Fig. 1: run 1, I/O nets highlighted
Bar = 50 µm.
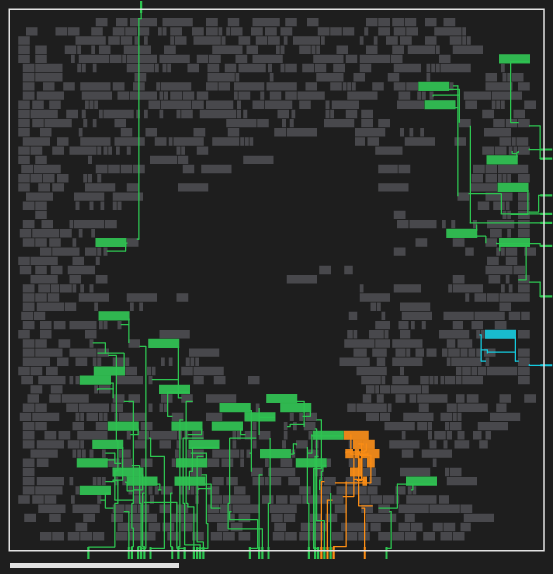
Fig. 2: run 1, placement view
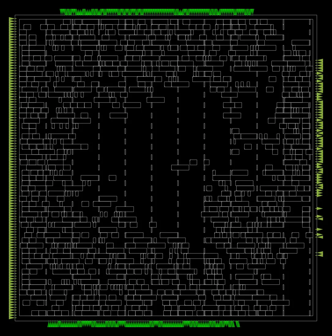
Fig. 3: run 1, metal layers overlaid
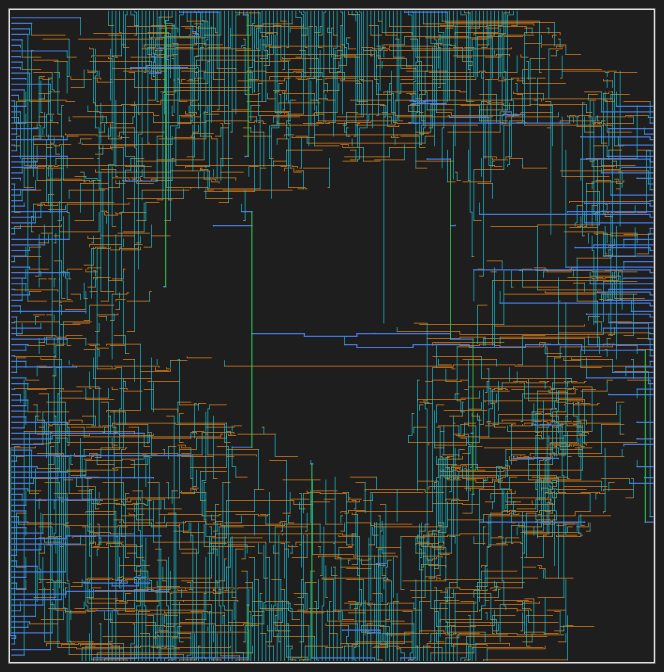
Fig. 4: run 1, cells by drive strength
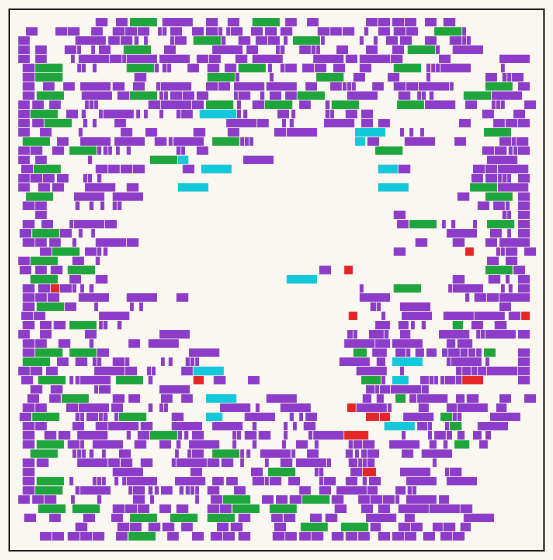
<file path="src/rtl/rpc_pkg.sv">
// Shared types for the setget_pixel RPC arbiter.
// Holds the FSM state encoding and an index-width helper.
package rpc_pkg;

    typedef enum logic [1:0] {
        IDLE   = 2'd0,
        ISSUE  = 2'd1,
        RETURN = 2'd2
    } state_e;

    function automatic int idx_w(input int n);
        return (n > 1) ? $clog2(n) : 1;
    endfunction

endpackage

</file>
<file path="src/rtl/rr_pick.sv">
// Combinational cyclic priority pick.
// Returns the first set req bit at or after ptr, wrapping.
module rr_pick
    import rpc_pkg::*;
#(
    parameter int N  = 4,
    parameter int IW = idx_w(N)
) (
    input  logic [N-1:0]  req,
    input  logic [IW-1:0] ptr,
    output logic [IW-1:0] idx,
    output logic          any
);

    // Scan from farthest to nearest so the nearest hit wins.
    always_comb begin
        idx = '0;
        for (int k = N - 1; k >= 0; k--) begin
            if (req[(int'(ptr) + k) % N]) begin
                idx = IW'((int'(ptr) + k) % N);
            end
        end
    end

    assign any = |req;

endmodule

</file>
<file path="src/rtl/rpc_pixel_arbiter.sv">
// N-client round-robin front end for one setget_pixel server.
// Four-phase req/ack on both sides, with an abort watchdog.
module rpc_pixel_arbiter
    import rpc_pkg::*;
#(
    parameter int             N_CLIENTS = 4,
    parameter int             AW        = 32,
    parameter int             DW        = 8,
    parameter int             TIMEOUT   = 1024,
    parameter logic [DW-1:0]  ERR_DATA  = {DW{1'b1}}
) (
    input  logic                    clk,
    input  logic                    reset,
    input  logic [N_CLIENTS-1:0]    cli_req,
    output logic [N_CLIENTS-1:0]    cli_ack,
    input  logic [N_CLIENTS*AW-1:0] cli_axx,
    input  logic [N_CLIENTS*AW-1:0] cli_ayy,
    input  logic [N_CLIENTS-1:0]    cli_readf,
    input  logic [N_CLIENTS*DW-1:0] cli_wdata,
    output logic [DW-1:0]           cli_return,
    output logic                    srv_req,
    input  logic                    srv_ack,
    output logic [AW-1:0]           srv_axx,
    output logic [AW-1:0]           srv_ayy,
    output logic                    srv_readf,
    output logic [DW-1:0]           srv_wdata,
    input  logic [DW-1:0]           srv_return,
    output logic                    timeout_err,
    output logic                    busy
);

    localparam int IW    = idx_w(N_CLIENTS);
    localparam int CW    = idx_w(TIMEOUT);
    localparam int TO_M1 = (TIMEOUT == 0) ? 0 : TIMEOUT - 1;
    localparam logic [N_CLIENTS-1:0] ONE = {{(N_CLIENTS-1){1'b0}}, 1'b1};

    state_e                 state_q, state_d;
    logic [IW-1:0]          gnt_q, gnt_d;
    logic [IW-1:0]          rr_q, rr_d;
    logic [AW-1:0]          axx_q, axx_d;
    logic [AW-1:0]          ayy_q, ayy_d;
    logic                   readf_q, readf_d;
    logic [DW-1:0]          wdata_q, wdata_d;
    logic [DW-1:0]          ret_q, ret_d;
    logic [N_CLIENTS-1:0]   ack_q, ack_d;
    logic                   sreq_q, sreq_d;
    logic [CW-1:0]          cnt_q, cnt_d;
    logic                   terr_q, terr_d;

    logic [IW-1:0]          pick_idx;
    logic                   pick_any;

    rr_pick #(
        .N  (N_CLIENTS),
        .IW (IW)
    ) u_pick (
        .req (cli_req),
        .ptr (rr_q),
        .idx (pick_idx),
        .any (pick_any)
    );

    always_comb begin
        state_d = state_q;
        gnt_d   = gnt_q;
        rr_d    = rr_q;
        axx_d   = axx_q;
        ayy_d   = ayy_q;
        readf_d = readf_q;
        wdata_d = wdata_q;
        ret_d   = ret_q;
        ack_d   = ack_q;
        sreq_d  = sreq_q;
        cnt_d   = cnt_q;
        terr_d  = terr_q;
        unique case (state_q)
            IDLE: begin
                if (pick_any) begin
                    gnt_d   = pick_idx;
                    axx_d   = cli_axx[pick_idx*AW +: AW];
                    ayy_d   = cli_ayy[pick_idx*AW +: AW];
                    readf_d = cli_readf[pick_idx];
                    wdata_d = cli_wdata[pick_idx*DW +: DW];
                    cnt_d   = '0;
                    state_d = ISSUE;
                end
            end
            ISSUE: begin
                // Only an ack to a request we actually raised is honoured.
                if (sreq_q && srv_ack) begin
                    ret_d   = srv_return;
                    sreq_d  = 1'b0;
                    ack_d   = ONE << gnt_q;
                    state_d = RETURN;
                end else if (TIMEOUT != 0 && cnt_q == CW'(TO_M1)) begin
                    ret_d   = ERR_DATA;
                    sreq_d  = 1'b0;
                    terr_d  = 1'b1;
                    ack_d   = ONE << gnt_q;
                    state_d = RETURN;
                end else begin
                    sreq_d  = 1'b1;
                    cnt_d   = cnt_q + 1'b1;
                end
            end
            RETURN: begin
                // Waiting on srv_ack low also swallows a late ack after an abort.
                if (!cli_req[gnt_q] && !srv_ack) begin
                    ack_d   = '0;
                    rr_d    = (gnt_q == IW'(N_CLIENTS - 1)) ? '0 : gnt_q + 1'b1;
                    state_d = IDLE;
                end
            end
            default: state_d = IDLE;
        endcase
    end

    always_ff @(posedge clk or negedge reset) begin
        if (!reset) begin
            state_q <= IDLE;
            gnt_q   <= '0;
            rr_q    <= '0;
            axx_q   <= '0;
            ayy_q   <= '0;
            readf_q <= 1'b0;
            wdata_q <= '0;
            ret_q   <= '0;
            ack_q   <= '0;
            sreq_q  <= 1'b0;
            cnt_q   <= '0;
            terr_q  <= 1'b0;
        end else begin
            state_q <= state_d;
            gnt_q   <= gnt_d;
            rr_q    <= rr_d;
            axx_q   <= axx_d;
            ayy_q   <= ayy_d;
            readf_q <= readf_d;
            wdata_q <= wdata_d;
            ret_q   <= ret_d;
            ack_q   <= ack_d;
            sreq_q  <= sreq_d;
            cnt_q   <= cnt_d;
            terr_q  <= terr_d;
        end
    end

    assign cli_ack     = ack_q;
    assign cli_return  = ret_q;
    assign srv_req     = sreq_q;
    assign srv_axx     = axx_q;
    assign srv_ayy     = ayy_q;
    assign srv_readf   = readf_q;
    assign srv_wdata   = wdata_q;
    assign timeout_err = terr_q;
    assign busy        = (state_q != IDLE);

endmodule

</file>
<file path="config.mk">
export PLATFORM = sky130hd
export DESIGN_NAME = rpc_pixel_arbiter
export DESIGN_NICKNAME = d
export VERILOG_FILES = /design/src/rtl/rpc_pkg.sv /design/src/rtl/rr_pick.sv /design/src/rtl/rpc_pixel_arbiter.sv
export SDC_FILE = /design/constraint.sdc
export NUM_CORES = 1
export LEC_CHECK = 0
export CORE_AREA = 2 2 156 158
export CTS_CLUSTER_DIAMETER = 100
export DETAILED_ROUTE_END_ITERATION = 7
export DIE_AREA = 0 0 158 160
export PLACE_DENSITY = 0.64
export SYNTH_ARGS = -nofsm -noshare
export SYNTH_HDL_FRONTEND = slang
export SYNTH_HIERARCHICAL = 1
export SYNTH_SLANG_ARGS = --single-unit
</file>
<file path="constraint.sdc">
create_clock -name clk -period 6.2 [get_ports clk]
set_clock_uncertainty 0.05 [all_clocks]
set_input_delay 0.93 -clock clk [delete_from_list [all_inputs] [get_ports clk]]
set_output_delay 0.93 -clock clk [all_outputs]
set_load 0.02 [all_outputs]
</file>
==> results.json, run 1 <==
{
  "initial_core_util_pct": 25.0,
  "synthesis.nets": 851,
  "postSynthRegisterBits": 103,
  "worst_ir_drop_vdd_v": 0.000228,
  "synthDistinctLibCells": 48,
  "yosysWarningCount": 6,
  "setup_tns_ns": 0,
  "ys_sh_adder_pct": 1.05,
  "ff2ff_path_depth": 7,
  "dominantRegCellSynth": "dfrtp_1",
  "tap-cell-count": 324,
  "rsz_0062_raised_after_global_routing": "false",
  "grt_start_max_net_pins": 80,
  "dp_cells": 1226,
  "warning_count": 29,
  "cts_max_level": 3,
  "post-synth-top-area-fraction_pct": 43.2,
  "grt_antenna_before_repair": 1,
  "max_freq_ghz": 0.292,
  "route.detailed.drc": 0,
  "critical_path.startpoint_type": "input port",
  "numCtsBuffers": 9,
  "timing.final.setup_violations": 0,
  "hold_slack_ns": 0.415,
  "comb.multi_input.count": 396,
  "antenna_violating_nets_post_route": 0,
  "n_antenna_cell": 1,
  "path_class": "in -> reg",
  "total_standard_cell_area_after_synthesis_um2": 5970,
  "netlist_top_cells_count": "nand2_1 (239), dfrtp_1 (103), mux4_2 (73)",
  "cp-endpoint": "srv_wdata[1]$_DFFE_PN0P_",
  "worst_path_most_repeated_cell": "nand2_1",
  "chipHeight_um": 160,
  "most_common_logic_cell_in_the_routed_design": "clkdlybuf4s50_1",
  "critical_path.reg2reg.startpoint": "rr_q[1]$_DFFE_PN0P_",
  "largest_cell_class": "buffers",
  "worst-endpoint-arrival_ns": 3.62,
  "finish.instance_area_um2": 10500,
  "mean_instance_size_in_the_synthesized_netlist_um2": 11.1,
  "hp-start": "timeout_err$_DFFE_PN0P_",
  "post-synth-top-count-cell": "nand2_1",
  "layout_worst_path_cycle_share_pct": 55.3,
  "synth_stat.cells": 539,
  "min_path_cells": 1,
  "combGateArea_um2": 3230,
  "dp_hpwl_um": 17500,
  "critPathTopFamily": "simple AND/OR/NAND/NOR gates",
  "grt_first_pass_wirelength_um": 34100,
  "clock_tree_area_fraction_pct": 3.09,
  "clk_pin_slew_worst_paths_ns": 0.08,
  "drive_gt1_share_pct": 11.8,
  "edf_count": 0,
  "nFillCells": 2312,
  "clock_sink_count": 103,
  "nonClockInverterCount": 4,
  "clockBufferCount": 11,
  "post_cts_hold_buffer_count": 0,
  "worstHoldPathType": "reg -> reg",
  "std_cell_rows": 57,
  "p_leak_uw": 0.00436,
  "final_period_minus_worst_setup_slack_ns": 3.43,
  "cts_root_buf": "clkbuf_16",
  "finalWeightedCongestion": 0.767,
  "simple_gate_share_pct": 18.7,
  "global_route.overflow_total": 0,
  "hold_viol_final": 0,
  "total_of_max_cap_violations": 0,
  "worstReg2RegEnd": "srv_wdata[1]$_DFFE_PN0P_",
  "outcome": "finished, final reports clean",
  "postSynthCellCount": 539,
  "post_cts_resized": 0,
  "ys_sh_xor_pct": 0,
  "synth-area-yosys_um2": 5970,
  "critical_path.n_buffers_inverters": 2,
  "setup.worst_path.end_class": "flip-flop",
  "yosysTopAreaCell": "dfrtp_1",
  "detail_routed_via_count_per_cell": 4.62,
  "cpMaxStageDelayCell": "nor2_4",
  "setup_ws_ns": 2.77,
  "timing.critical_path.slowest_cell_delay_ns": 0.79,
  "power.density_nw_per_um2": 401,
  "setup.worst_path.start": "cli_req[1]",
  "timing_max_transition_violations_final": 0,
  "finalPower_uw": 4230,
  "mux_area_share_pct": 28.9,
  "clockBufferDepth": 2,
  "timing.critical_path.fanout_max": 34,
  "drtPass1Iterations": 4,
  "cp.depth": 8,
  "bufAreaShareNonClock_pct": 37.8,
  "vias_in_the_first_global_route": 5917,
  "areaGrowthSynthToFinish_pct": 76.6,
  "timing.hold.worst_endpoint": "timeout_err$_DFFE_PN0P_",
  "r2r_setup_slack_ns": 3.36,
  "synthAoiAreaFrac_pct": 5.10,
  "timing.max_slew.rel_slack_pct": 31.7,
  "timing.critical_path.cells": "clkdlybuf4s50_1 > nor3b_1 > a211oi_1 > nor2_4 > buf_4 > mux4_2 > nand2_1 > nand2_1",
  "register_area_um2": 2580,
  "cp.required_ns": 6.39,
  "nNonClkBuffers": 399,
  "yosys-top-cells-area": "dfrtp_1 (43%), mux4_2 (28%), nand2_1 (15%), mux2i_1 (1.2%), o22a_1 (1.2%)",
  "dp_slack_ns": 2.38,
  "die_x_um": 158,
  "die_area_um2": 25300,
  "drt_first_iter_violations": 289,
  "cts_setup_buffers": 0,
  "topCombFamilyByArea": "multiplexers",
  "place_area_um2": 10200,
  "nets": 1225,
  "multi_input_combinational_area_share_pct": 30.7,
  "cts_tree": "done",
  "tightestPinTransition_ns": 1.02,
  "most-common-layout-cells": "clkdlybuf4s50_1 (393), nand2_1 (238), dfrtp_1 (103)",
  "synth_seq_share_pct": 43.2
}
## Picture notes: Fig. 1
Key: srv_req = cyan [bits 1, direction output, edge east, end cells 1, wire 32.9 µm]; cli_req = orange [bits 4, direction input, edge south, end cells 11, wire 171 µm]; srv_ayy = green [bits 32, direction output, edge 24 south, 7 east, 1 north, end cells 32, wire 1450 µm]
top-level port count: 395
port buffer count: 394

## Picture notes: Fig. 2
count of flip-flops and latches: 103
register share of the cell area: 24.5%
final core occ: 44.2%
Post-Layout Cell Count: 1243
core region area: 23800 µm²

## Picture notes: Fig. 3
Key: metal 4 = green [wire length 343 µm]; metal 1 = orange [wire length 8700 µm]; metal 3 = blue [wire length 1800 µm]; metal 2 = cyan [wire length 11600 µm]
average detailed-routed wire length per instance: 18.1 µm
number of vias in the routed layout: 5738
global-route usage over all layers: 17.8%
routed wire length: 22500 µm

## Picture notes: Fig. 4
Key: _2 cells = green [cells 81, share 8.8%, most used mux4_2]; _6 and larger = cyan [cells 15, share 1.6%, most used clkbuf_16]; _3 and _4 cells = red [cells 12, share 1.3%, most used buf_4]; _0 and _1 cells = purple [cells 810, share 88%, most used clkdlybuf4s50_1]

run 1: layer usage:
layer,part of all wire (%),track usage (%),up-vias,wire [µm]
li1,-,-,2652,-
met1,39,21.8,2816,8700
met2,52,30.8,250,11600
met3,8.0,4.59,20,1800
met4,1.5,4.87,0,342
met5,0,0,-,0
run 1: sequential cells by signal, indices dropped and copies added, names as in the netlist:
signal,cells
srv_readf,1
srv_ayy,32
state_q,2
gnt_q,2
rr_q,2
timeout_err,1
cli_return,8
srv_axx,32
srv_req,1
cli_ack,4
srv_wdata,8
cnt_q,10
run 1: power breakdown:
part / switching, µW / leakage, µW / internal, µW
registers: 193 / 0.00127 / 984
clock network: 281 / 0.000160 / 343
logic: 1250 / 0.00293 / 1180
total: 1720 / 0.00436 / 2500
## Run 2: what changed since run 1
Settings changed: CORE_AREA 2 2 156 158 to 2 2 155 157, DIE_AREA 0 0 158 160 to 0 0 157 159, PLACE_DENSITY 0.64 to 0.67.
Clock period 6.2 ns to 3.1 ns, I/O delays scaled along.
Fig. 5: run 2, I/O nets highlighted
Bar = 50 µm.
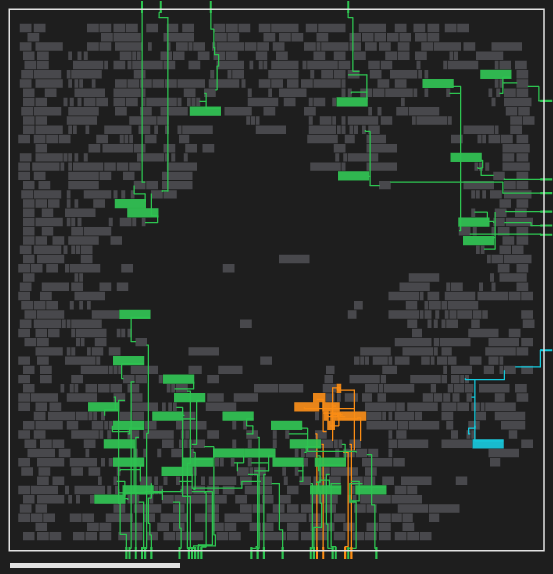
Key: srv_ayy = green [bits 32, direction output, edge 22 south, 6 east, 4 north, end cells 32, wire 1420 µm]; cli_req = orange [bits 4, direction input, edge south, end cells 11, wire 232 µm]; srv_req = cyan [bits 1, direction output, edge east, end cells 1, wire 59.2 µm]

Fig. 6: run 2, metal layers overlaid
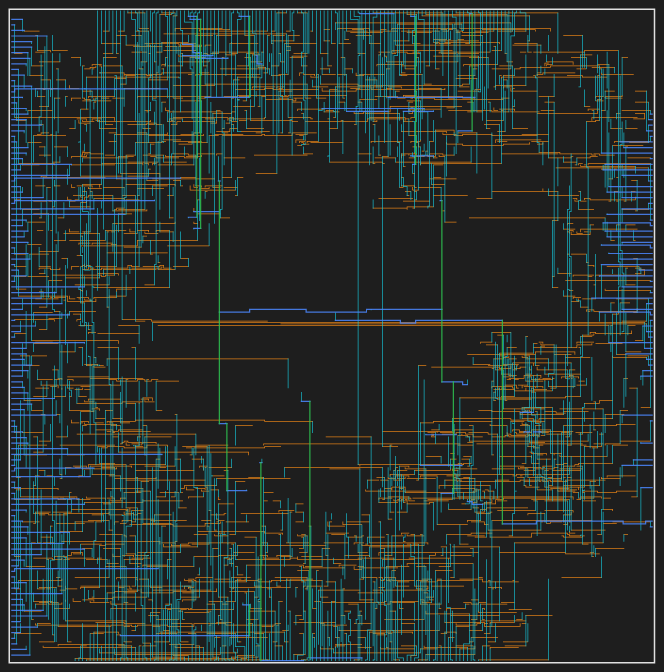
Key: metal 3 = blue [wire length 1470 µm]; metal 1 = orange [wire length 8660 µm]; metal 4 = green [wire length 499 µm]; metal 2 = cyan [wire length 11600 µm]

Fig. 7: run 2, placement view
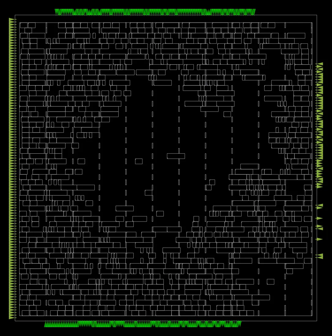
inserted tap cell count: 319
number of fill cells in the layout: 2181

==> run 2 against run 1 <==
Final cell count fell by 0.16%. Total power rose by 100%. Non-clock buffer count rose by 4. First-iteration DRC count fell by 18%. Count of clock-buffer cells in the layout fell by 1. Clock power rose by 98%. Via count fell by 1.3%.
==> results.json, run 2 <==
{
  "post_cts_resized": 0,
  "place_area_um2": 10300,
  "metal_1_wl_um": 8660,
  "yosys-top-cells-area": "dfrtp_1 (43%), mux4_2 (28%), nand2_1 (15%), mux2i_1 (1.2%), o22a_1 (1.2%)",
  "route.detailed.drc": 0,
  "cp.depth": 7,
  "pwr-share-clk_pct": 14.4,
  "finalNonFillerCells": 1241,
  "cp.required_ns": 3.29,
  "warning_count": 29,
  "most-common-layout-cells": "clkdlybuf4s50_1 (393), nand2_1 (238), dfrtp_1 (103)",
  "hold_viol_final": 0,
  "total_standard_cell_area_after_synthesis_um2": 5970,
  "p_leak_uw": 0.00440,
  "dp_cells": 1225,
  "tightestPinTransition_ns": 0.694,
  "combinationalPower_uw": 4970,
  "power.density_nw_per_um2": 808,
  "netlist_top_cells_count": "nand2_1 (239), dfrtp_1 (103), mux4_2 (73)",
  "intPower_uw": 5070,
  "clock_sink_count": 103,
  "cts_root_buf": "clkbuf_16",
  "netSwitchingFraction_pct": 40.9,
  "combGateArea_um2": 3230,
  "layout_worst_path_cycle_share_pct": 78.6,
  "critical_path.reg2reg.startpoint": "rr_q[1]$_DFFE_PN0P_",
  "met3RoutedLength_um": 1470,
  "port_buffers": 394,
  "worst_ir_drop_vdd_v": 0.000338,
  "dp_hpwl_um": 17900,
  "timing.critical_path.slowest_cell_delay_ns": 0.54,
  "grt_antenna_before_repair": 0,
  "mux_area_share_pct": 28.9,
  "dp_slack_ns": 0.302,
  "cts_max_level": 3,
  "ys_sh_xor_pct": 0,
  "cts_tree": "done",
  "rsz_0062_raised_after_global_routing": "false",
  "setup.worst_path.end_class": "flip-flop",
  "register_area_um2": 2580,
  "cp-endpoint": "srv_axx[30]$_DFFE_PN0P_",
  "timing_max_transition_violations_final": 0,
  "die_x_um": 157,
  "mean_instance_size_in_the_synthesized_netlist_um2": 11.1,
  "synthesis.nets": 851,
  "synthAoiAreaFrac_pct": 5.10,
  "setup_ws_ns": 0.665,
  "met2_length_um": 11600,
  "drt-total-wl_um": 22300,
  "power-top-group": "combinational logic",
  "simple_gate_share_pct": 18.7,
  "synth_seq_share_pct": 43.2,
  "io_pins": 395,
  "synth_stat.cells": 539,
  "n_antenna_cell": 0,
  "routed_wire_length_per_instance_um": 18.0,
  "portion_of_total_power_attributed_to_sequential_cells_pct": 27.6,
  "finalPower_uw": 8580,
  "setup_tns_ns": 0,
  "seq_cell_power_uw": 2370,
  "drtPass1Iterations": 4,
  "nets": 1229,
  "critical_path.startpoint_type": "input port",
  "timing.final.setup_violations": 0,
  "pwr.group.clock_uw": 1240,
  "final_period_minus_worst_setup_slack_ns": 2.44,
  "worstReg2RegEnd": "srv_axx[30]$_DFFE_PN0P_",
  "vias": 5666,
  "drive_gt1_share_pct": 12.1,
  "synthDistinctLibCells": 48,
  "cts_setup_buffers": 0,
  "finalWeightedCongestion": 0.804,
  "path_class": "in -> reg",
  "hold_slack_ns": 0.0527,
  "total_of_max_cap_violations": 0,
  "comb_power_share_pct": 57.9,
  "yosysTopAreaCell": "dfrtp_1",
  "timing.critical_path.cells": "clkdlybuf4s50_1 > mux2i_1 > a211oi_4 > buf_12 > mux4_2 > nand2_1 > nand2_1",
  "topCombFamilyByArea": "multiplexers",
  "r2r_setup_slack_ns": 0.83,
  "clockBufferDepth": 2,
  "timing.critical_path.fanout_max": 33,
  "most_common_logic_cell_in_the_routed_design": "clkdlybuf4s50_1",
  "finish.instance_area_um2": 10600,
  "postSynthCellCount": 539,
  "drt_first_iter_violations": 238,
  "yosysWarningCount": 6,
  "clk_pin_slew_worst_paths_ns": 0.08,
  "setup.worst_path.start": "cli_req[3]",
  "worstHoldPathType": "in -> async",
  "initial_core_util_pct": 25.7,
  "grt_start_max_net_pins": 60,
  "fp.coreArea_um2": 23200,
  "outcome": "finished, final reports clean",
  "maxUsedRoutingLayer": "met4",
  "switchingPower_uw": 3510,
  "vias_in_the_first_global_route": 6026,
  "final_util_pct": 45.8,
  "timing.max_slew.rel_slack_pct": 53.7,
  "antenna_violating_nets_post_route": 0,
  "groute.usage.overall_pct": 17.8,
  "worst-endpoint-arrival_ns": 2.63,
  "max_freq_ghz": 0.411,
  "postSynthRegisterBits": 103,
  "std_cell_rows": 56,
  "post_cts_hold_buffer_count": 0,
  "edf_count": 0,
  "post-synth-top-count-cell": "nand2_1",
  "numCtsBuffers": 9,
  "post-synth-top-area-fraction_pct": 43.2,
  "critical_path.n_buffers_inverters": 2,
  "global_route.overflow_total": 0,
  "ys_sh_adder_pct": 1.05,
  "critPathTopFamily": "buffers and inverters",
  "cpMaxStageDelayCell": "mux4_2",
  "synth-area-yosys_um2": 5970,
  "dominantRegCellSynth": "dfrtp_1"
}
-- run 2: area by class of cell --
| type | count | share of cell area (%) |
|---|---|---|
| Sequential cell | 103 | 24.3 |
| Clock buffer | 10 | 2.25 |
| Tap cell | 319 | 3.76 |
| Clock inverter | 6 | 0.813 |
| Timing Repair Buffer | 403 | 38.3 |
| Inverter | 4 | 0.141 |
| Multi-Input combinational cell | 396 | 30.4 |
-- run 2: logic make-up after synthesis --
logic type | count (synthesis)
AND/OR/NAND/NOR | 272
AND-OR/OR-AND | 38
flip-flops | 103
adder cells (fa/ha/maj) | 5
buffers and inverters | 40
multiplexers | 81
-- run 2: routing by layer --
layer	vias up	global-route usage, %
li1	2669	-
met1	2737	20.7
met2	231	31.9
met3	29	4.27
met4	0	5.59
met5	-	0
No activity file was given, so power comes from the tool's default toggle rates.
